### src/rtl/aes_ctr_framer.sv
`timescale 1ns/1ps
`default_nettype none
// +--------------------------------------------------------------------------+
// | Module  : aes_ctr_framer                                                 |
// | Brief   : Frames key/IV/payload into the 128-bit AES-256-CTR core input. |
// |           Option macro: AES_FRAMER_ZERO_PAD_EN (zero unkept byte lanes). |
// | Revision: 1.0 - initial release                                          |
// +--------------------------------------------------------------------------+
module aes_ctr_framer #(
  parameter int IN_WIDTH       = 32,
  parameter int AES_BLOCK_SIZE = 128
) (
  input  logic                          Clk,
  input  logic                          Rst_n,
  input  logic                          Cfg_valid,
  output logic                          Cfg_ready,
  input  logic [2*AES_BLOCK_SIZE-1:0]   Cfg_key,
  input  logic [AES_BLOCK_SIZE-1:0]     Cfg_iv,
  input  logic                          Cfg_encrypt,
  input  logic                          S_axis_tvalid,
  output logic                          S_axis_tready,
  input  logic [IN_WIDTH-1:0]           S_axis_tdata,
  input  logic [IN_WIDTH/8-1:0]         S_axis_tkeep,
  input  logic                          S_axis_tlast,
  output logic                          M_axis_tvalid,
  input  logic                          M_axis_tready,
  output logic [AES_BLOCK_SIZE-1:0]     M_axis_tdata,
  output logic [AES_BLOCK_SIZE/8-1:0]   M_axis_tkeep,
  output logic                          M_axis_tlast,
  output logic                          M_axis_tuser
);

  localparam int c_KW  = IN_WIDTH / 8;
  localparam int c_OKW = AES_BLOCK_SIZE / 8;

  typedef enum logic [2:0] {
    ST_IDLE   = 3'd0,
    ST_KEY_LO = 3'd1,
    ST_KEY_HI = 3'd2,
    ST_IV     = 3'd3,
    ST_DATA   = 3'd4,
    ST_DRAIN  = 3'd5
  } state_t;

  state_t                    r_state, w_state_nxt;
  logic                      r_m_tvalid, w_vld_nxt;
  logic [AES_BLOCK_SIZE-1:0] r_m_tdata, w_data_nxt;
  logic [c_OKW-1:0]          r_m_tkeep, w_keep_nxt;
  logic                      r_m_tlast, w_last_nxt;
  logic                      r_m_tuser, w_user_nxt;
  logic [AES_BLOCK_SIZE-1:0] r_key_hi, r_iv;
  logic                      r_enc;
  logic [AES_BLOCK_SIZE-1:0] r_pack, w_pack_nxt, w_pack_ins, w_data_blk;
  logic [c_OKW-1:0]          r_pk, w_pk_nxt, w_pk_ins, w_keep_blk, w_lane_mask;
  logic [1:0]                r_idx, w_idx_nxt;
  logic [6:0]                w_wbase;
  logic [3:0]                w_kbase;
  logic                      w_ld_cfg, w_m_hs, w_s_rdy, w_s_hs;

  assign w_m_hs  = r_m_tvalid & M_axis_tready;
  assign w_s_rdy = (r_state == ST_DATA) & (~r_m_tvalid | M_axis_tready);
  assign w_s_hs  = S_axis_tvalid & w_s_rdy;
  assign w_wbase = {r_idx, 5'd0};
  assign w_kbase = {r_idx, 2'b00};

  assign Cfg_ready     = (r_state == ST_IDLE);
  assign S_axis_tready = w_s_rdy;
  assign M_axis_tvalid = r_m_tvalid;
  assign M_axis_tdata  = r_m_tdata;
  assign M_axis_tkeep  = r_m_tkeep;
  assign M_axis_tlast  = r_m_tlast;
  assign M_axis_tuser  = r_m_tuser;

  // Block as it would look with the current word merged in; lanes above idx are stale.
  always_comb begin
    w_pack_ins = r_pack;
    w_pk_ins   = r_pk;
    w_pack_ins[w_wbase +: IN_WIDTH] = S_axis_tdata;
    w_pk_ins[w_kbase +: c_KW]       = S_axis_tkeep;
    case (r_idx)
      2'd0:    w_lane_mask = 16'h000F;
      2'd1:    w_lane_mask = 16'h00FF;
      2'd2:    w_lane_mask = 16'h0FFF;
      default: w_lane_mask = 16'hFFFF;
    endcase
    w_keep_blk = w_pk_ins & w_lane_mask;
    w_data_blk = w_pack_ins;
`ifdef AES_FRAMER_ZERO_PAD_EN
    for (int b = 0; b < c_OKW; b++) begin
      if (!w_keep_blk[b]) w_data_blk[8*b +: 8] = 8'h00;
    end
`endif
  end

  always_comb begin
    w_state_nxt = r_state;
    w_vld_nxt   = r_m_tvalid;
    w_data_nxt  = r_m_tdata;
    w_keep_nxt  = r_m_tkeep;
    w_last_nxt  = r_m_tlast;
    w_user_nxt  = r_m_tuser;
    w_idx_nxt   = r_idx;
    w_pack_nxt  = r_pack;
    w_pk_nxt    = r_pk;
    w_ld_cfg    = 1'b0;
    case (r_state)
      ST_IDLE: begin
        if (Cfg_valid) begin
          w_ld_cfg    = 1'b1;
          w_vld_nxt   = 1'b1;
          w_data_nxt  = Cfg_key[AES_BLOCK_SIZE-1:0];
          w_keep_nxt  = '1;
          w_last_nxt  = 1'b0;
          w_user_nxt  = Cfg_encrypt;
          w_state_nxt = ST_KEY_LO;
        end
      end
      ST_KEY_LO: begin
        if (w_m_hs) begin
          w_data_nxt  = r_key_hi;
          w_state_nxt = ST_KEY_HI;
        end
      end
      ST_KEY_HI: begin
        if (w_m_hs) begin
          w_data_nxt  = r_iv;
          w_state_nxt = ST_IV;
        end
      end
      ST_IV: begin
        if (w_m_hs) begin
          w_vld_nxt   = 1'b0;
          w_data_nxt  = '0;
          w_keep_nxt  = '0;
          w_last_nxt  = 1'b0;
          w_idx_nxt   = 2'd0;
          w_state_nxt = ST_DATA;
        end
      end
      ST_DATA: begin
        if (w_m_hs) w_vld_nxt = 1'b0;
        if (w_s_hs) begin
          w_pack_nxt = w_pack_ins;
          w_pk_nxt   = w_pk_ins;
          w_idx_nxt  = r_idx + 2'd1;
          if (r_idx == 2'd3 || S_axis_tlast) begin
            w_vld_nxt  = 1'b1;
            w_data_nxt = w_data_blk;
            w_keep_nxt = w_keep_blk;
            w_last_nxt = S_axis_tlast;
            w_idx_nxt  = 2'd0;
`ifdef AES_FRAMER_ZERO_PAD_EN
            w_pack_nxt = '0;
            w_pk_nxt   = '0;
`endif
          end
          if (S_axis_tlast) w_state_nxt = ST_DRAIN;
        end
      end
      ST_DRAIN: begin
        if (w_m_hs) begin
          w_vld_nxt = 1'b0;
          if (r_m_tlast) w_state_nxt = ST_IDLE;
        end
      end
      default: w_state_nxt = ST_IDLE;
    endcase
  end

  always_ff @(posedge Clk or negedge Rst_n) begin
    if (!Rst_n) begin
      r_state    <= ST_IDLE;
      r_m_tvalid <= 1'b0;
      r_m_tdata  <= '0;
      r_m_tkeep  <= '0;
      r_m_tlast  <= 1'b0;
      r_m_tuser  <= 1'b0;
      r_key_hi   <= '0;
      r_iv       <= '0;
      r_enc      <= 1'b0;
      r_pack     <= '0;
      r_pk       <= '0;
      r_idx      <= 2'd0;
    end else begin
      r_state    <= w_state_nxt;
      r_m_tvalid <= w_vld_nxt;
      r_m_tdata  <= w_data_nxt;
      r_m_tkeep  <= w_keep_nxt;
      r_m_tlast  <= w_last_nxt;
      r_m_tuser  <= w_user_nxt;
      r_pack     <= w_pack_nxt;
      r_pk       <= w_pk_nxt;
      r_idx      <= w_idx_nxt;
      if (w_ld_cfg) begin
        r_key_hi <= Cfg_key[2*AES_BLOCK_SIZE-1:AES_BLOCK_SIZE];
        r_iv     <= Cfg_iv;
        r_enc    <= Cfg_encrypt;
      end
    end
  end

endmodule
`default_nettype wire
### config.mk
export PLATFORM = sky130hd
export DESIGN_NAME = aes_ctr_framer
export DESIGN_NICKNAME = d
export VERILOG_FILES = /design/src/rtl/aes_ctr_framer.sv
export SDC_FILE = /design/constraint.sdc
export NUM_CORES = 1
export LEC_CHECK = 0
export ABC_CLOCK_PERIOD_IN_PS = 2600
export CAP_MARGIN = 20
export CELL_PAD_IN_SITES_DETAIL_PLACEMENT = 1
export CELL_PAD_IN_SITES_GLOBAL_PLACEMENT = 1
export CORE_UTILIZATION = 41
export CTS_BUF_LIST = sky130_fd_sc_hd__clkbuf_2
export CTS_CLUSTER_SIZE = 28
export DETAILED_ROUTE_END_ITERATION = 12
export PLACE_DENSITY = 0.79
export REMOVE_ABC_BUFFERS = 1
export SYNTH_ARGS = -nofsm -noshare
export SYNTH_HDL_FRONTEND = slang
export SYNTH_SLANG_ARGS = --single-unit
### constraint.sdc
create_clock -name Clk -period 2.6 [get_ports Clk]
set_clock_uncertainty 0.05 [all_clocks]
set_input_delay 0.65 -clock Clk [delete_from_list [all_inputs] [get_ports Clk]]
set_output_delay 0.65 -clock Clk [all_outputs]
set_load 0.005 [all_outputs]
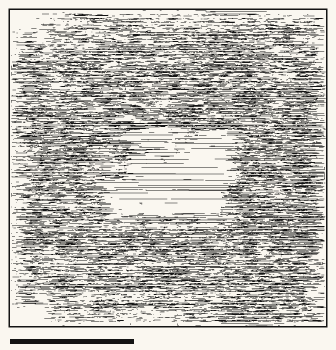
Figure 1: the metal 1 layer.
Scale bar: 100 µm.
main direction	horizontal
nets with wire on the layer	3497
wire length on this layer	49.4 mm
share of all routed wire	34%
longest straight run	93.4 µm
WL final: 146000 µm
via count: 28400
met1 Resource Use GR: 0.434

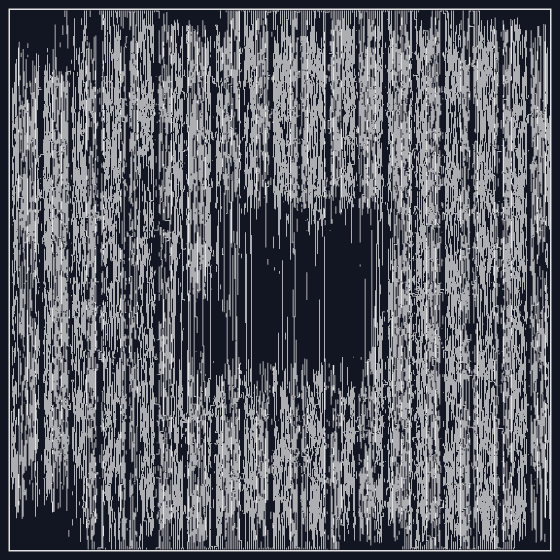
Figure 2: signal wires on met2.
share of all routed wire	48%
longest straight run	101 µm
wire length on this layer	70.3 mm
met2 usage: 0.668

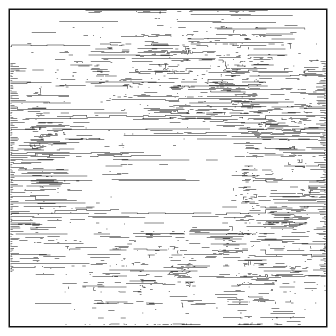
Figure 3: met3 routing.
main direction	horizontal
longest straight run	83.0 µm
nets with wire on the layer	892
wire length on this layer	13800 µm
share of all routed wire	9.4%
met3 Usage GRT: 0.108

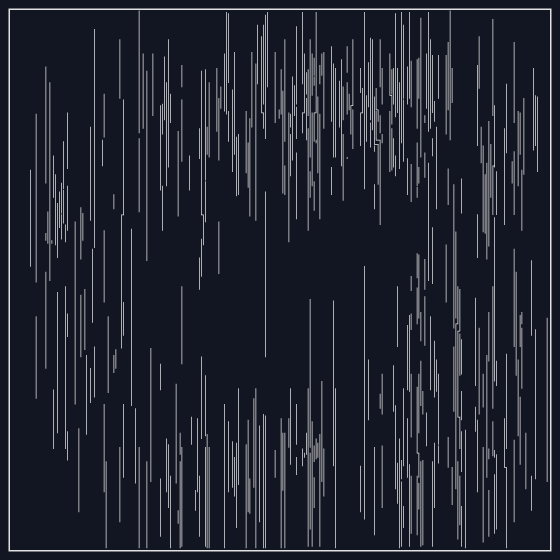
Figure 4: signal wires on met4.
nets with wire on the layer	317
wire length on this layer	12300 µm
longest straight run	120 µm
main direction	vertical
share of all routed wire	8.4%

==> run_results.csv <==
group,metric,value,unit
power_and_ir_drop,seqPwrFrac,0.322,
critical_path,cp-endpoint,"S_axis_tready",
synthesis,synthTopCellsByCount,"552 x dfrtp_1, 329 x mux2_2, 184 x a22oi_1",
synthesis,ff_type,"dfrtp_1",
cts,clkLatencyLatePin,1.39,ns
hold_path,hp-start,"Cfg_key[109]",
grt,grt_usage,0.394,
synthesis,yosys_warnings,0,
die,fp_util,0.417,
detailed_routing,via_per_inst,6.54,
power_and_ir_drop,top_power_group,"combinational cells",
power_and_ir_drop,p_leak,0.0175,µW
synthesis,synth.largest_area_cell,"dfrtp_1",
layout,diodes,20,
critical_path,reg2reg_depth,7,
layout,clockBufferCount,236,
hold_path,min_delay_worst_endpoint,"M_axis_tdata[109]$_DFFE_PN0P_",
detailed_routing,m1WireLength,49400,µm
power_and_ir_drop,power_density,1140,nW/µm²
run_status,status,"finished, violations left",
cts,post_cts_buffers,56,
hold_path,hold_depth,4,
synthesis,async_reset_ff_frac,1.00,
synthesis,yosysUniqueCellTypes,45,
die,die_w,256,µm
detailed_routing,ant_nets,0,
grt,grt_max_degree,93,
critical_path,cp.depth,4,
grt,grt_pass1_vias,30100,
detailed_routing,top_layer,"met5",
grt,top_usage_layer,"met2",
layout,dominant_cells,"registers",
layout,fillers,6471,
cts,path_clk_slew,0.13,ns
critical_path,path_delay_family,"flip-flops",
detailed_routing,post_drt_wl_per_cell,33.5,µm
layout,clkCellAreaFrac,0.0350,
critical_path,critPathMaxFanout,3,
layout,inverters,10,
power_and_ir_drop,pg_comb,23500,µW
die,dieHeight,256,µm
placement,dp_hpwl,72700,µm
cts,holdBufCountCts,312,
die,ioPinCount,576,
critical_path,regToRegEndpoint,"M_axis_tdata[81]$_DFFE_PN0P_",
layout,final_common_cell,"dfrtp_1",
sta,rsz0062_at_grt,"true",
critical_path,cp.arrival,2.46,ns
placement,place_ws,-0.264,ns
power_and_ir_drop,switching_share,0.447,
job,warning_count,34,
hold_path,hold_path_class,"in -> reg",
synthesis,simple_gate_area_frac,0.0634,
synthesis,logic_family,"AND-OR/OR-AND gates",
power_and_ir_drop,vdd_drop_max,854,µV
cts,numCtsBuffers,154,
layout,fin_area,39700,µm²
synthesis,avgSynthCellArea,11.6,µm²
synthesis,synthMuxAreaShare,0.147,
synthesis,xor_area_frac,0.000332,
job,cap_violations,0,
critical_path,path_cells,"buf_6 -> nor3b_4 -> and2_1 -> buf_2",
cts,tritoncts,"done",
placement,gp_congestion,0.865,
detailed_routing,route.met2.wl,70300,µm
critical_path,r2r_setup_slack,-0.15,ns
critical_path,start_kind,"flip-flop",
layout,numSequentialCells,552,
sta,fin_crit_sh,1.22,
run_status,violations,"negative setup slack",
cts,cts_htree_levels,4,
grt,grt_pass1_wl,195000,µm
sta,finalMaxSlewViolations,0,
critical_path,slowest_delay,0.50,ns
power_and_ir_drop,p_comb_frac,0.520,
cts,ctsResizeCount,662,
cts,clock-sinks,552,
sta,worstMarginPinSlew,0.911,ns
layout,final_cell_mix,"547 x dfrtp_1, 425 x clkdlybuf4s50_1, 329 x mux2_2",
power_and_ir_drop,totalPowerFinal,45200,µW
layout,buf_share,0.292,
layout,comb_area,11800,µm²
detailed_routing,drt-pass1-iter-count,6,
detailed_routing,drc,0,
layout,fin_util,0.627,
synthesis,ys_cells,2281,
critical_path,end_kind,"primary output",
die,core_area,63300,µm²
layout,final_layout_size_suffix_gt1_frac,0.302,
synthesis,topCellsByArea,"dfrtp_1 52%, mux2_2 14%, a22oi_1 5.2%",
layout,sh_comb_area,0.296,
layout,synthToLayoutAreaGrowth,50.5,%
sta,timing.final.ws_setup,-0.561,ns
grt,gr-total-overflow,0,
sta,finalSetupViolCount,79,
synthesis,synthesis.instances,2281,
sta,fin_crit,3.16,ns
sta,hold_ws,0.115,ns
grt,antenna_found_initial,14,
power_and_ir_drop,p_sw,20200,µW
cts,cts-root-buf,"clkbuf_2",
cts,clk_path_buf_depth,3,
die,chipArea,65400,µm²
